--- src/rtl/seg_pkg.sv ---
// Shared definitions for the multiplexed 4-digit seven-segment scanner.
// Holds digit geometry, the anode-off pattern, the slot-state encoding and
// the display payload (digit codes plus decimal points).
package seg_pkg;

    localparam int unsigned NUM_DIGITS = 4;
    localparam int unsigned DIGIT_W    = 4;
    localparam int unsigned VALUE_W    = NUM_DIGITS * DIGIT_W;
    localparam int unsigned IDX_W      = 2;

    localparam logic [NUM_DIGITS-1:0] ANODE_OFF = 4'b1111;

    typedef enum logic {
        BLANK = 1'b0,
        DRIVE = 1'b1
    } slot_state_t;

    typedef logic [NUM_DIGITS-1:0][DIGIT_W-1:0] digits_t;

    // One displayable frame: four hex digits plus per-digit decimal points.
    typedef struct packed {
        digits_t                digits;
        logic [NUM_DIGITS-1:0]  dp;
    } disp_t;

    // Active-low one-hot anode pattern for digit idx.
    function automatic logic [NUM_DIGITS-1:0] anode_sel(input logic [IDX_W-1:0] idx);
        return ~(NUM_DIGITS'(1) << idx);
    endfunction

endpackage

--- src/rtl/seg_scan_mux_if.sv ---
// Host/display bundle for seg_scan_mux.
//   en, load, value, dp_in, blank_lz : control and data from the host
//   nibble, dp, an, frame_done       : registered display drive back out
interface seg_scan_mux_if;
    import seg_pkg::*;

    logic                  en;
    logic                  load;
    logic [VALUE_W-1:0]    value;
    logic [NUM_DIGITS-1:0] dp_in;
    logic                  blank_lz;
    logic [DIGIT_W-1:0]    nibble;
    logic                  dp;
    logic [NUM_DIGITS-1:0] an;
    logic                  frame_done;

    modport master (
        output en, load, value, dp_in, blank_lz,
        input  nibble, dp, an, frame_done
    );

    modport slave (
        input  en, load, value, dp_in, blank_lz,
        output nibble, dp, an, frame_done
    );

endinterface

--- src/rtl/seg_prescaler.sv ---
// Terminal-count slot prescaler: counts 0..PRESCALE-1 while en is high,
// wraps to 0 and flags the wrap cycle on tick_c.
//   clk, rst : clock, synchronous active-high reset
//   en       : count enable (counter frozen when low)
//   cnt      : current count (registered)
//   tick_c   : combinational, high in the cycle cnt wraps
module seg_prescaler #(
    parameter int unsigned PRESCALE = 50000,
    parameter int unsigned CNT_W    = $clog2(PRESCALE)
) (
    input  logic             clk,
    input  logic             rst,
    input  logic             en,
    output logic [CNT_W-1:0] cnt,
    output logic             tick_c
);

    localparam logic [CNT_W-1:0] LAST = CNT_W'(PRESCALE - 1);

    assign tick_c = en && (cnt == LAST);

    always_ff @(posedge clk) begin
        if (rst) begin
            cnt <= '0;
        end else if (en) begin
            cnt <= tick_c ? '0 : cnt + CNT_W'(1);
        end
    end

endmodule

--- src/rtl/seg_scan_mux.sv ---
// Four-digit time-multiplexed display scanner with anti-ghost blanking,
// frame-synchronous data update and optional leading-zero suppression.
//   clk, rst : clock, synchronous active-high reset
//   bus      : slave side of seg_scan_mux_if (en/load/value/dp_in/blank_lz in;
//              nibble/dp/an/frame_done out, all registered)
module seg_scan_mux
    import seg_pkg::*;
#(
    parameter int unsigned PRESCALE = 50000,
    parameter int unsigned GUARD    = 2
) (
    input  logic          clk,
    input  logic          rst,
    seg_scan_mux_if.slave bus
);

    localparam int unsigned CNT_W     = $clog2(PRESCALE);
    localparam int unsigned G_LAST    = (GUARD == 0) ? 0 : GUARD - 1;
    localparam slot_state_t RST_STATE = (GUARD == 0) ? DRIVE : BLANK;

    logic [CNT_W-1:0]      cnt;
    logic                  tick_c;
    logic [IDX_W-1:0]      idx_q;
    slot_state_t           state_q, state_d;
    disp_t                 pend_q, act_q, in_c;
    logic                  pflag_q;
    logic                  boundary_c;
    logic [NUM_DIGITS-1:0] lz_c;
    logic                  zero_run;
    logic [NUM_DIGITS-1:0] an_q, an_d;
    logic [DIGIT_W-1:0]    nibble_q, nibble_d;
    logic                  dp_q, dp_d;
    logic                  fd_q;

    seg_prescaler #(
        .PRESCALE (PRESCALE),
        .CNT_W    (CNT_W)
    ) u_prescaler (
        .clk    (clk),
        .rst    (rst),
        .en     (bus.en),
        .cnt    (cnt),
        .tick_c (tick_c)
    );

    assign in_c       = disp_t'({bus.value, bus.dp_in});
    assign boundary_c = tick_c && (idx_q == IDX_W'(NUM_DIGITS - 1));

    // Digit k>=1 is suppressible when it and every digit above it are zero
    // and it carries no decimal point.
    always_comb begin
        zero_run = 1'b1;
        lz_c     = '0;
        for (int k = NUM_DIGITS - 1; k >= 1; k--) begin
            zero_run = zero_run && (act_q.digits[k] == '0);
            lz_c[k]  = zero_run && !act_q.dp[k];
        end
    end

    // Slot FSM next state and next registered outputs.
    always_comb begin
        state_d  = state_q;
        an_d     = ANODE_OFF;
        nibble_d = act_q.digits[idx_q];
        dp_d     = act_q.dp[idx_q];

        case (state_q)
            BLANK: if (bus.en && (cnt == CNT_W'(G_LAST))) state_d = DRIVE;
            DRIVE: if (tick_c && (GUARD != 0))            state_d = BLANK;
            default:                                      state_d = RST_STATE;
        endcase

        if (bus.en && (state_q == DRIVE) && !(bus.blank_lz && lz_c[idx_q])) begin
            an_d = anode_sel(idx_q);
        end
    end

    // Slot state, digit index and registered display outputs.
    always_ff @(posedge clk) begin
        if (rst) begin
            state_q  <= RST_STATE;
            idx_q    <= '0;
            an_q     <= ANODE_OFF;
            nibble_q <= '0;
            dp_q     <= 1'b0;
            fd_q     <= 1'b0;
        end else begin
            state_q  <= state_d;
            if (tick_c) idx_q <= idx_q + IDX_W'(1);
            an_q     <= an_d;
            nibble_q <= nibble_d;
            dp_q     <= dp_d;
            fd_q     <= boundary_c;
        end
    end

    // Pending/active data: active only moves at the frame wrap; a load landing
    // on the wrap cycle goes straight to active.
    always_ff @(posedge clk) begin
        if (rst) begin
            pend_q  <= '0;
            act_q   <= '0;
            pflag_q <= 1'b0;
        end else if (boundary_c) begin
            if (bus.load)     act_q <= in_c;
            else if (pflag_q) act_q <= pend_q;
            pflag_q <= 1'b0;
        end else if (bus.load) begin
            pend_q  <= in_c;
            pflag_q <= 1'b1;
        end
    end

    assign bus.an         = an_q;
    assign bus.nibble     = nibble_q;
    assign bus.dp         = dp_q;
    assign bus.frame_done = fd_q;

endmodule

--- src/flat_wrapper.sv ---
// flat-port wrapper written by rule: the top's interface ports become plain ports
module seg_scan_mux_flat import seg_pkg::*;
#(
    parameter int unsigned PRESCALE = 50000,
    parameter int unsigned GUARD    = 2
)
  (clk, rst, bus_en, bus_load, bus_value, bus_dp_in, bus_blank_lz, bus_nibble, bus_dp, bus_an, bus_frame_done);
  seg_scan_mux_if bus_i ();
  input  logic clk;
  input  logic rst;
  input wire logic [$bits(bus_i.en)-1:0] bus_en;
  input wire logic [$bits(bus_i.load)-1:0] bus_load;
  input wire logic [$bits(bus_i.value)-1:0] bus_value;
  input wire logic [$bits(bus_i.dp_in)-1:0] bus_dp_in;
  input wire logic [$bits(bus_i.blank_lz)-1:0] bus_blank_lz;
  output wire logic [$bits(bus_i.nibble)-1:0] bus_nibble;
  output wire logic [$bits(bus_i.dp)-1:0] bus_dp;
  output wire logic [$bits(bus_i.an)-1:0] bus_an;
  output wire logic [$bits(bus_i.frame_done)-1:0] bus_frame_done;
  assign bus_i.en = bus_en;
  assign bus_i.load = bus_load;
  assign bus_i.value = bus_value;
  assign bus_i.dp_in = bus_dp_in;
  assign bus_i.blank_lz = bus_blank_lz;
  assign bus_nibble = bus_i.nibble;
  assign bus_dp = bus_i.dp;
  assign bus_an = bus_i.an;
  assign bus_frame_done = bus_i.frame_done;
  seg_scan_mux #(.PRESCALE(PRESCALE), .GUARD(GUARD)) u_core (.clk(clk), .rst(rst), .bus(bus_i));
endmodule
--- config.mk ---
export PLATFORM = sky130hd
export DESIGN_NAME = seg_scan_mux_flat
export DESIGN_NICKNAME = d
export VERILOG_FILES = /design/src/rtl/seg_pkg.sv /design/src/rtl/seg_scan_mux_if.sv /design/src/rtl/seg_prescaler.sv /design/src/rtl/seg_scan_mux.sv /design/src/flat_wrapper.sv
export SDC_FILE = /design/constraint.sdc
export NUM_CORES = 1
export LEC_CHECK = 0
export CELL_PAD_IN_SITES_DETAIL_PLACEMENT = 1
export CELL_PAD_IN_SITES_GLOBAL_PLACEMENT = 1
export CORE_ASPECT_RATIO = 0.8
export CORE_MARGIN = 2
export CORE_UTILIZATION = 35
export DETAILED_ROUTE_END_ITERATION = 8
export GPL_TIMING_DRIVEN = 0
export PLACE_DENSITY = 0.68
export SYNTH_ARGS = -nofsm -noshare
export SYNTH_HDL_FRONTEND = slang
export SYNTH_SLANG_ARGS = --single-unit
--- constraint.sdc ---
create_clock -name clk -period 2.3 [get_ports clk]
set_clock_uncertainty 0.2 [all_clocks]
set_input_delay 0.46 -clock clk [delete_from_list [all_inputs] [get_ports clk]]
set_output_delay 0.46 -clock clk [all_outputs]
set_load 0.02 [all_outputs]
Routing congestion map:
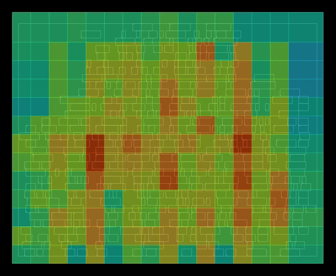
total global routing track utilization: 17.75%
WL per Instance: 16.12 µm
Most Crowded Layer GR: met2

Cell classes on the final placement:
The bar under the picture is 20 µm long.
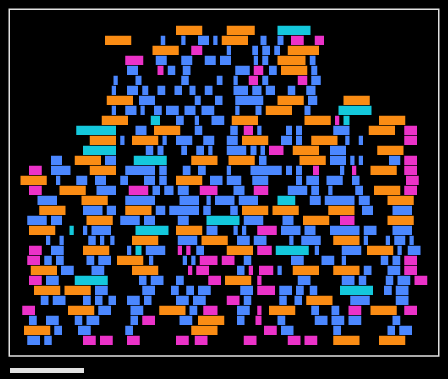
- clock drivers and dummy loads: cyan (cells 15; share of their area 6.7%)
- other buffers and delay cells: magenta (cells 61; share of their area 13%)
- all other logic: blue (cells 260; share of their area 48%)
- flip-flops: orange (cells 70; share of their area 32%)

==> qor.yml <==
outcome: "finished, violations left"
failed_checks: "negative setup slack"
met3_wirelength_um: 231
commonest_cells_after_routing_fill_and_taps_aside: "sky130_fd_sc_hd__dfxtp_1, sky130_fd_sc_hd__nand2b_1, sky130_fd_sc_hd__mux2i_1"
final.signal_buffer_count: 61
core-area_mm2: 0.009729
max-clock-path-buffers: 2
worstPathBufferInverterCount: 2
synth-cells-yosys: 352
dp_slack_ns: -0.6470
path_delay_family: "simple AND/OR/NAND/NOR gates"
flop-count: 70
initial_utilization_pct: 36.39
final_antenna_net_count: 0
vias_in_the_first_global_route: 2918
dominant-cell-class: "combinational gates"
largest_registers_ranked_by_flip_flop_count: "u_core.act_q x20, u_core.pend_q x20, u_core.u_prescaler.cnt x16"
flop_share_of_the_area_pct: 31.08
hpwl_mm: 6.152
vias_per_cell: 4.980
rsz0062_at_grt: "true"
max-vdd-ir-drop_mv: 0.3735
mostFrequentLayoutCell: "sky130_fd_sc_hd__dfxtp_1"
detailroute.wirelength.met2_mm: 3.972
post_synth_instance_area_mm2: 0.003541
critPathMaxStageDelay_ns: 0.51
cp_cell_sequence: "or4_4 > or4_4 > nor4b_4 > buf_6 > buf_6 > mux2_4"
cp_max_fo: 5
drt_initial_violations: 99
max_cap_viol_count: 0
ys_ff: 70
yosysTopAreaCell: "sky130_fd_sc_hd__dfxtp_1"
setup_viol: 20
relSlewSlack_pct: 47.58
timing.setup.critical_path_class: "reg -> reg"
post_synth_num_cell_types: 43
synth.cells.most_frequent: "sky130_fd_sc_hd__dfxtp_1, sky130_fd_sc_hd__nand2b_1, sky130_fd_sc_hd__mux2i_1"
pins_over_their_slew_limit: 0
route.vias.total: 2699
register_cell_area_after_layout_mm2: 0.001408
overall_die_area_mm2: 0.01094
route.detailed.drc: 0
comb-cell-share_pct: 45.88
dp_cells: 520
cp_slowest_cell: "sky130_fd_sc_hd__or4_4"
area_of_the_multi_input_gates_mm2: 0.002078
cts_setup_buffers: 5
numCtsBuffers: 9
clockBufferCount: 11
areaGrowthSynthToFinish_pct: 27.92
grt_max_degree: 12
postLayoutSetupSlackWorst_ns: -0.1785
placementRows: 32
log.warning_count: 33
data_arrival_at_the_endpoint_of_the_critical_path_ns: 2.50
ys_seq_share_pct: 39.58
post-synth-top-count-cell: "sky130_fd_sc_hd__dfxtp_1"
final.signal_inverter_count: 5
clock_area_share_pct: 6.409
time_the_worst_path_needs_with_i_o_delays_and_setup_ns: 2.478
clk_latency_ns: 0.34
cts_hold_buf: 0
critPathRequiredTime_ns: 2.32
placedInstanceArea_mm2: 0.004034
yosysChipArea_mm2: 0.003541
cts_resized: 19
non_clock_buffer_area_fraction_after_layout_pct: 12.46
ff_type: "sky130_fd_sc_hd__dfxtp_1"
wl_mm: 8.736
floorplan.io_pins: 35
powerDensity_mw_per_mm2: 628.5
fin_nets: 433
Sequential cells coloured by netlist name:
Other sequential cells in the stronger grey, the rest of the logic in the fainter grey.
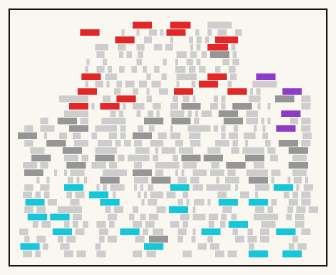
- u_core.bus.an: purple (placed flops 4)
- u_core.pend_q: cyan (placed flops 20)
- u_core.u_prescaler.cnt: red (placed flops 16)

Power grid:
Pins as bars on the die edge. Tap cells in grey.
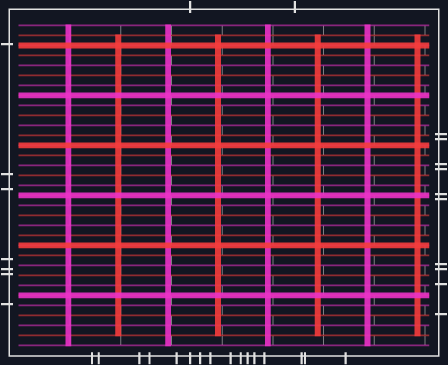
- VDD: red
- VSS: magenta
- rows: 32
- signal pins: 35
- met1 rails: 33
- met4 straps: 8

## cell families (layout without fill, tap and decap cells)
group | Yosys count | in the layout | synth area share [%]
and+or+nand+nor | 152 | 152 | 26.29
muxes | 66 | 66 | 21.17
xor gates and xnor gates | 9 | 9 | 2.226
adders and majority gates | 6 | 6 | 2.120
buffers and inverters | 27 | 81 | 4.911
AOI/OAI and AO/OA | 22 | 22 | 3.710
DFF | 70 | 70 | 39.58
## power by group
group | switching [W] | internal, W | total (W) | leakage, nW
logic | 0.000101 | 0.000115 | 0.000217 | 1.14
clock network | 0.000514 | 0.000859 | 0.00137 | 0.141
registers | 0.0000173 | 0.00124 | 0.00126 | 0.571
total | 0.000632 | 0.00221 | 0.00285 | 1.85
## worst paths after layout
| path | startpoint | to | slack [ns] | cells past startpoint |
|---|---|---|---|---|
| worst max-delay path | u_core.u_prescaler.cnt[11]$_SDFFE_PP0P_ | u_core.act_q[5]$_SDFFE_PP0P_ | -0.18 | 6 |
| worst min-delay path | u_core.pend_q[9]$_SDFFE_PP0P_ | u_core.pend_q[9]$_SDFFE_PP0P_ | 0.27 | 2 |
| worst max register to register | u_core.u_prescaler.cnt[11]$_SDFFE_PP0P_ | u_core.act_q[5]$_SDFFE_PP0P_ | -0.18 | 6 |
| worst min register to register | u_core.pend_q[9]$_SDFFE_PP0P_ | u_core.pend_q[9]$_SDFFE_PP0P_ | 0.27 | 2 |
## per-stage QoR
stage,utilization (%),power (W)
finish,46.55,0.002847
global route,46.55,0.002971
CTS,45.56,0.002890
detailed placement,41.46,0.001499
global placement,41.46,0.001492
floorplan,-,0.001412
## per-layer routing
metal	vias to the layer above	track usage, %
met3	10	4.323
li1	1322	-
met5	-	0
met2	31	28.15
met1	1336	23.09
met4	0	7.242
Power and IR drop assume default switching activity.
